===== config.mk =====
export PLATFORM = sky130hd
export DESIGN_NAME = fft_butterfly_sequencer_flat
export DESIGN_NICKNAME = d
export VERILOG_FILES = /design/src/rtl/fft_butterfly_sequencer_if.sv /design/src/rtl/fft_butterfly_sequencer.sv /design/src/flat_wrapper.sv
export SDC_FILE = /design/constraint.sdc
export NUM_CORES = 1
export LEC_CHECK = 0
export CAP_MARGIN = 20
export CELL_PAD_IN_SITES_DETAIL_PLACEMENT = 1
export CELL_PAD_IN_SITES_GLOBAL_PLACEMENT = 1
export CORE_UTILIZATION = 37
export CTS_CLUSTER_SIZE = 28
export DETAILED_ROUTE_END_ITERATION = 8
export PLACE_DENSITY = 0.86
export SYNTH_ARGS = -nofsm -noshare
export SYNTH_HDL_FRONTEND = slang
export SYNTH_SLANG_ARGS = --single-unit

===== constraint.sdc =====
create_clock -name clk -period 3.8 [get_ports clk]
set_input_delay 0.38 -clock clk [delete_from_list [all_inputs] [get_ports clk]]
set_output_delay 0.38 -clock clk [all_outputs]
set_load 0.1 [all_outputs]

===== src/rtl/fft_butterfly_sequencer_if.sv =====
// Bus between the FFT butterfly sequencer and the controller, operand RAM, twiddle ROM and MAC.
// The master side is the sequencer; the slave side is whatever consumes its strobes and addresses.
interface fft_butterfly_sequencer_if #(
    parameter int LOG2N = 5
);
    logic             start;
    logic             busy;
    logic             done;
    logic             rd_en;
    logic [LOG2N-1:0] rd_addr_a;
    logic [LOG2N-1:0] rd_addr_b;
    logic [LOG2N-2:0] tw_addr;
    logic [2:0]       sel;
    logic             mac_valid;
    logic             wr_en;
    logic [LOG2N-1:0] wr_addr_a;
    logic [LOG2N-1:0] wr_addr_b;
    logic [2:0]       stage;
    logic [LOG2N-2:0] bfly;

    modport master (
        input  start,
        output busy, done, rd_en, rd_addr_a, rd_addr_b, tw_addr, sel, mac_valid,
        output wr_en, wr_addr_a, wr_addr_b, stage, bfly
    );

    modport slave (
        output start,
        input  busy, done, rd_en, rd_addr_a, rd_addr_b, tw_addr, sel, mac_valid,
        input  wr_en, wr_addr_a, wr_addr_b, stage, bfly
    );
endinterface


===== src/rtl/fft_butterfly_sequencer.sv =====
// Control sequencer for an in-place radix-2 DIT FFT: walks every stage and butterfly, steps the MAC
// phase select, and replays each butterfly's addresses as a delayed write-back after the MAC latency.
module fft_butterfly_sequencer #(
    parameter int LOG2N     = 5,
    parameter int SEL_STEPS = 5,
    parameter int WB_DELAY  = 1
) (
    input  logic                           clk,
    input  logic                           reset,
    fft_butterfly_sequencer_if.master      bus
);
    localparam int DCW = (WB_DELAY > 1) ? $clog2(WB_DELAY) : 1;
    localparam logic [2:0]       SEL_LAST   = 3'(SEL_STEPS - 1);
    localparam logic [2:0]       STAGE_LAST = 3'(LOG2N - 1);
    localparam logic [LOG2N-2:0] BFLY_LAST  = {(LOG2N-1){1'b1}};
    localparam logic [DCW-1:0]   DRAIN_LAST = DCW'(WB_DELAY - 1);

    typedef enum logic [1:0] {IDLE, RUN, DRAIN, DONE} state_t;

    state_t           state_q;
    logic [2:0]       stage_q;
    logic [LOG2N-2:0] bfly_q;
    logic [2:0]       sel_q;
    logic [DCW-1:0]   drain_cnt_q;
    logic             busy_q;
    logic             done_q;
    logic             rd_en_q;
    logic             mac_valid_q;

    logic             wb_en_q   [WB_DELAY];
    logic [LOG2N-1:0] wb_addr_a_q [WB_DELAY];
    logic [LOG2N-1:0] wb_addr_b_q [WB_DELAY];

    logic [LOG2N-2:0] pos_mask;
    logic [LOG2N-2:0] pos;
    logic [LOG2N-2:0] grp_hi;
    logic [LOG2N-1:0] addr_a;
    logic [LOG2N-1:0] addr_b;
    logic [LOG2N-2:0] tw;

    // grp_hi is (k >> s) << s, so doubling it gives grp*2*span without a multiplier.
    always_comb begin
        pos_mask = ~({(LOG2N-1){1'b1}} << stage_q);
        pos      = bfly_q & pos_mask;
        grp_hi   = bfly_q & ~pos_mask;
        addr_a   = {grp_hi, 1'b0} + {1'b0, pos};
        addr_b   = addr_a + (LOG2N'(1) << stage_q);
        tw       = pos << (STAGE_LAST - stage_q);
    end

    always_ff @(posedge clk or negedge reset) begin
        if (!reset) begin
            state_q     <= IDLE;
            stage_q     <= '0;
            bfly_q      <= '0;
            sel_q       <= '0;
            drain_cnt_q <= '0;
            busy_q      <= 1'b0;
            done_q      <= 1'b0;
            rd_en_q     <= 1'b0;
            mac_valid_q <= 1'b0;
            for (int i = 0; i < WB_DELAY; i++) begin
                wb_en_q[i]     <= 1'b0;
                wb_addr_a_q[i] <= '0;
                wb_addr_b_q[i] <= '0;
            end
        end else begin
            done_q  <= 1'b0;
            rd_en_q <= 1'b0;

            // Write-back pipe is loaded on the last MAC phase and just shifts afterwards.
            wb_en_q[0]     <= mac_valid_q && (sel_q == SEL_LAST);
            wb_addr_a_q[0] <= (mac_valid_q && (sel_q == SEL_LAST)) ? addr_a : '0;
            wb_addr_b_q[0] <= (mac_valid_q && (sel_q == SEL_LAST)) ? addr_b : '0;
            for (int i = 1; i < WB_DELAY; i++) begin
                wb_en_q[i]     <= wb_en_q[i-1];
                wb_addr_a_q[i] <= wb_addr_a_q[i-1];
                wb_addr_b_q[i] <= wb_addr_b_q[i-1];
            end

            case (state_q)
                IDLE: begin
                    if (bus.start) begin
                        state_q     <= RUN;
                        stage_q     <= '0;
                        bfly_q      <= '0;
                        sel_q       <= '0;
                        busy_q      <= 1'b1;
                        mac_valid_q <= 1'b1;
                        rd_en_q     <= 1'b1;
                    end
                end
                RUN: begin
                    if (sel_q == SEL_LAST) begin
                        sel_q <= '0;
                        if (bfly_q == BFLY_LAST) begin
                            state_q     <= DRAIN;
                            mac_valid_q <= 1'b0;
                            drain_cnt_q <= '0;
                        end else begin
                            bfly_q  <= bfly_q + 1'b1;
                            rd_en_q <= 1'b1;
                        end
                    end else begin
                        sel_q <= sel_q + 1'b1;
                    end
                end
                DRAIN: begin
                    // Hold off the next stage's first read until the last write has landed.
                    if (drain_cnt_q == DRAIN_LAST) begin
                        bfly_q <= '0;
                        if (stage_q == STAGE_LAST) begin
                            state_q <= DONE;
                            stage_q <= '0;
                            busy_q  <= 1'b0;
                            done_q  <= 1'b1;
                        end else begin
                            state_q     <= RUN;
                            stage_q     <= stage_q + 1'b1;
                            mac_valid_q <= 1'b1;
                            rd_en_q     <= 1'b1;
                        end
                    end else begin
                        drain_cnt_q <= drain_cnt_q + 1'b1;
                    end
                end
                DONE: begin
                    state_q <= IDLE;
                end
                default: begin
                    state_q <= IDLE;
                end
            endcase
        end
    end

    assign bus.busy      = busy_q;
    assign bus.done      = done_q;
    assign bus.rd_en     = rd_en_q;
    assign bus.sel       = sel_q;
    assign bus.mac_valid = mac_valid_q;
    assign bus.stage     = stage_q;
    assign bus.bfly      = bfly_q;
    assign bus.rd_addr_a = mac_valid_q ? addr_a : '0;
    assign bus.rd_addr_b = mac_valid_q ? addr_b : '0;
    assign bus.tw_addr   = mac_valid_q ? tw : '0;
    assign bus.wr_en     = wb_en_q[WB_DELAY-1];
    assign bus.wr_addr_a = wb_addr_a_q[WB_DELAY-1];
    assign bus.wr_addr_b = wb_addr_b_q[WB_DELAY-1];
endmodule

===== src/flat_wrapper.sv =====
// flat-port wrapper written by rule: the top's interface ports become plain ports
module fft_butterfly_sequencer_flat 
#(
    parameter int LOG2N     = 5,
    parameter int SEL_STEPS = 5,
    parameter int WB_DELAY  = 1
)
  (clk, reset, bus_start, bus_busy, bus_done, bus_rd_en, bus_rd_addr_a, bus_rd_addr_b, bus_tw_addr, bus_sel, bus_mac_valid, bus_wr_en, bus_wr_addr_a, bus_wr_addr_b, bus_stage, bus_bfly);
  fft_butterfly_sequencer_if #(.LOG2N(LOG2N)) bus_i ();
  input  logic clk;
  input  logic reset;
  input wire logic [$bits(bus_i.start)-1:0] bus_start;
  output wire logic [$bits(bus_i.busy)-1:0] bus_busy;
  output wire logic [$bits(bus_i.done)-1:0] bus_done;
  output wire logic [$bits(bus_i.rd_en)-1:0] bus_rd_en;
  output wire logic [$bits(bus_i.rd_addr_a)-1:0] bus_rd_addr_a;
  output wire logic [$bits(bus_i.rd_addr_b)-1:0] bus_rd_addr_b;
  output wire logic [$bits(bus_i.tw_addr)-1:0] bus_tw_addr;
  output wire logic [$bits(bus_i.sel)-1:0] bus_sel;
  output wire logic [$bits(bus_i.mac_valid)-1:0] bus_mac_valid;
  output wire logic [$bits(bus_i.wr_en)-1:0] bus_wr_en;
  output wire logic [$bits(bus_i.wr_addr_a)-1:0] bus_wr_addr_a;
  output wire logic [$bits(bus_i.wr_addr_b)-1:0] bus_wr_addr_b;
  output wire logic [$bits(bus_i.stage)-1:0] bus_stage;
  output wire logic [$bits(bus_i.bfly)-1:0] bus_bfly;
  assign bus_i.start = bus_start;
  assign bus_busy = bus_i.busy;
  assign bus_done = bus_i.done;
  assign bus_rd_en = bus_i.rd_en;
  assign bus_rd_addr_a = bus_i.rd_addr_a;
  assign bus_rd_addr_b = bus_i.rd_addr_b;
  assign bus_tw_addr = bus_i.tw_addr;
  assign bus_sel = bus_i.sel;
  assign bus_mac_valid = bus_i.mac_valid;
  assign bus_wr_en = bus_i.wr_en;
  assign bus_wr_addr_a = bus_i.wr_addr_a;
  assign bus_wr_addr_b = bus_i.wr_addr_b;
  assign bus_stage = bus_i.stage;
  assign bus_bfly = bus_i.bfly;
  fft_butterfly_sequencer #(.LOG2N(LOG2N), .SEL_STEPS(SEL_STEPS), .WB_DELAY(WB_DELAY)) u_core (.clk(clk), .reset(reset), .bus(bus_i));
endmodule

==> flow_summary.ini, run 1 <==
; yosys + openroad results
[outcome]
outcome = complete, no violations

[synthesis]
ys_cells = 165
synth_xor_xnor_area_share = 0.0325
post_synth_main_area_contributors = sky130_fd_sc_hd__dfrtp_1 (42%), sky130_fd_sc_hd__ha_1 (13%), sky130_fd_sc_hd__and2_1 (4.3%)
synth-main-ff-cell = sky130_fd_sc_hd__dfrtp_1
fa_ha_area_frac = 0.156
syn-mean-instance-area_um2 = 9.81

[setup_path]
largest_driver_fanout_on_the_critical_path = 4
cp-end-kind = output port
r2r.worst_path.cells = 15

[timing]
worst-slew-pin-transition_ns = 0.972
number_of_slew_limit_violations_in_the_final_report = 0
post-route-period-util = 0.957

[placed_design]
place.gp.congestion = 0.856

[routing]
detail_route.first_pass.iterations = 4

[cells_and_area]
final_core_utilization = 0.562
area.sequential_um2 = 682
final_cell_count_no_fill = 265
area_share_nonclk_buffers = 0.203

[clock_network]
clock-root-buffer = sky130_fd_sc_hd__clkbuf_8
insertion_delay_ns = 0.28
post_cts_hold_buffer_count = 0
path_clk_slew_ns = 0.10

[die]
io_pins = 42
## run 1: power groups by stage
stage                 logic, W  clock network [W]  registers [W]
finish               0.0000265           0.000174       0.000288
global route         0.0000284           0.000190       0.000288
global placement     0.0000263                  0       0.000294
floorplan           0.00000559                  0       0.000302
CTS                  0.0000270           0.000177       0.000288
detailed placement   0.0000270                  0       0.000294
## run 1: through the flow
step	setup WS, ns	instance area (µm²)	total power [W]
detailed placement	0.296	2130	0.000321
finish	0.163	2300	0.000489
global placement	0.407	2130	0.000320
floorplan	0.0126	1650	0.000308
global route	-0.0271	2300	0.000507
CTS	0.0460	2210	0.000492
## run 1: metal layers
metal  vias to the layer above  GRT usage  part of all wire
li1                        658          -                 -
met5                         -          0                 0
met2                        36      0.339              0.50
met3                         9     0.0317             0.033
met1                       641      0.246              0.45
met4                         0     0.0677             0.022
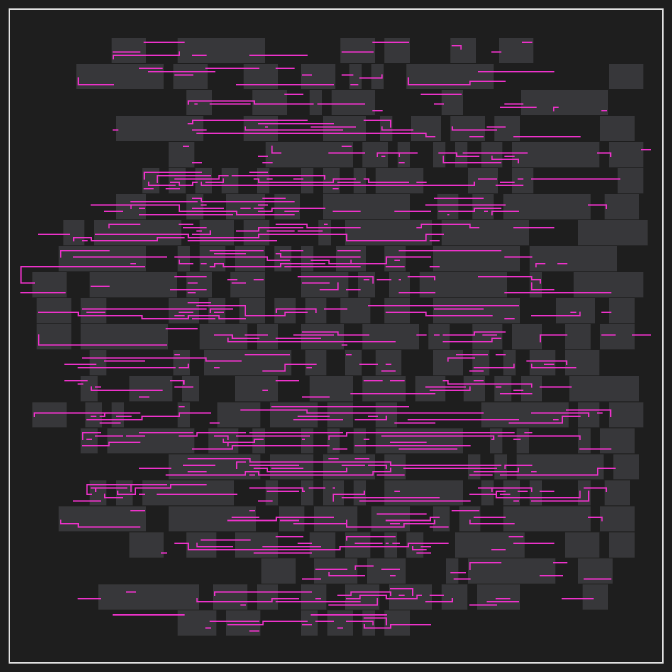
Fig. 1. Met1 routing (run 1).
- longest straight run: 28.5 µm
- nets with wire on the layer: 193
- main direction: horizontal

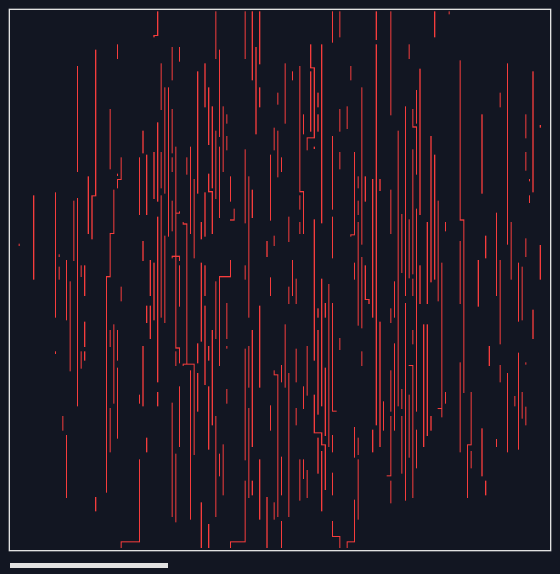
Fig. 2. Metal 2 (run 1).
Bar = 20 µm.
- main direction: vertical
- nets with wire on the layer: 203
- wire length on this layer: 2080 µm

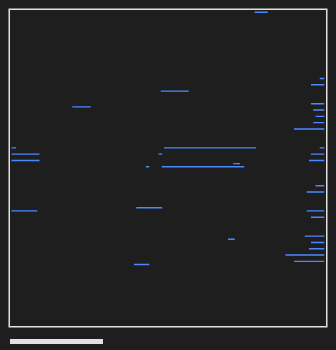
Fig. 3. Metal 3 (run 1).
Bar = 20 µm.
- wire length on this layer: 136 µm
- main direction: horizontal
- longest straight run: 19.5 µm
- nets with wire on the layer: 29
- share of all routed wire: 3.3%

Fig. 4: run 1, clock nets
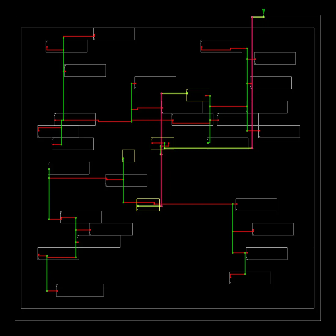

==> inputs of run 2 (changes only) <==
--- a/config.mk
+++ b/config.mk
@@ -6,12 +6,10 @@
 export NUM_CORES = 1
 export LEC_CHECK = 0
 export CAP_MARGIN = 20
-export CELL_PAD_IN_SITES_DETAIL_PLACEMENT = 1
-export CELL_PAD_IN_SITES_GLOBAL_PLACEMENT = 1
-export CORE_UTILIZATION = 37
+export CORE_UTILIZATION = 48
 export CTS_CLUSTER_SIZE = 28
 export DETAILED_ROUTE_END_ITERATION = 8
-export PLACE_DENSITY = 0.86
+export PLACE_DENSITY = 0.85
 export SYNTH_ARGS = -nofsm -noshare
 export SYNTH_HDL_FRONTEND = slang
 export SYNTH_SLANG_ARGS = --single-unit
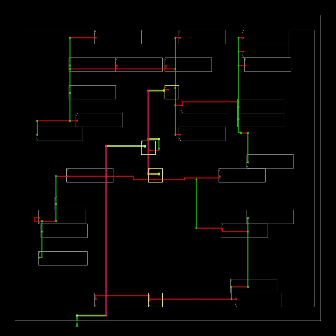
Fig. 5. Clock nets (run 2).
clock net sink count: 27
Clk Latency, worst-skew pair: 0.33 ns

==> flow_summary.ini, run 2 <==
; yosys + openroad results
[clock_network]
clock-root-buffer = sky130_fd_sc_hd__clkbuf_4
post_cts_hold_buffer_count = 0
path_clk_slew_ns = 0.15

[setup_path]
r2r.worst_path.cells = 14
largest_driver_fanout_on_the_critical_path = 8

[synthesis]
synth_nets = 187
syn-mean-instance-area_um2 = 9.81
fa_ha_area_frac = 0.156
post_synth_main_area_contributors = sky130_fd_sc_hd__dfrtp_1 (42%), sky130_fd_sc_hd__ha_1 (13%), sky130_fd_sc_hd__and2_1 (4.3%)
synth-main-ff-cell = sky130_fd_sc_hd__dfrtp_1
ys_cells = 165
mux_contribution_to_synthesized_area = 0.0270

[global_routing]
met2_routing_resource_usage_after_global_routing = 0.403
grt.met1_usage = 0.257

[placed_design]
place.gp.congestion = 0.840
setup_slack_at_placement_ns = 0.271
postPlaceCellArea_um2 = 2120

[cells_and_area]
area.sequential_um2 = 682
final_cell_count_no_fill = 257
final_core_utilization = 0.732

[power]
post-layout-total-power_w = 0.000445
comb-power_w = 0.0000260
power_clock_w = 0.000131
seq-power_w = 0.000289
power.group.top = registers

[die]
io_pins = 42

[routing]
wl_met1_mm = 1.66
met2_length_mm = 2.08
wl_met3_um = 143
routed.top_layer = met4
detail_route.first_pass.iterations = 4

[timing]
post-route-period-util = 0.973
worst-slew-pin-transition_ns = 0.978

[outcome]
outcome = complete, no violations
run 2: cell counts after synthesis:
Identical to the previous run, type by type.
run 2: cell type report:
cell class,count,share of cell area
Clock buffer,3,0.00984
Clock inverter,1,0.00328
Timing Repair Buffer,46,0.197
Inverter,14,0.0240
Sequential cell,27,0.298
Tap cell,44,0.0240
Multi-Input combinational cell,122,0.444
run 2: critical path: cells and delay by family, from the launching register on:
kind | cells | cell delay, ns
AND-OR/OR-AND | 1 | 0.15
XOR/XNOR | 3 | 0.43
adder cells (fa/ha/maj) | 4 | 1.09
buffers and inverters | 4 | 0.59
flip-flops | 1 | 0.52
AND/OR/NAND/NOR | 3 | 0.20
Power is estimated from default activity; no workload was simulated.
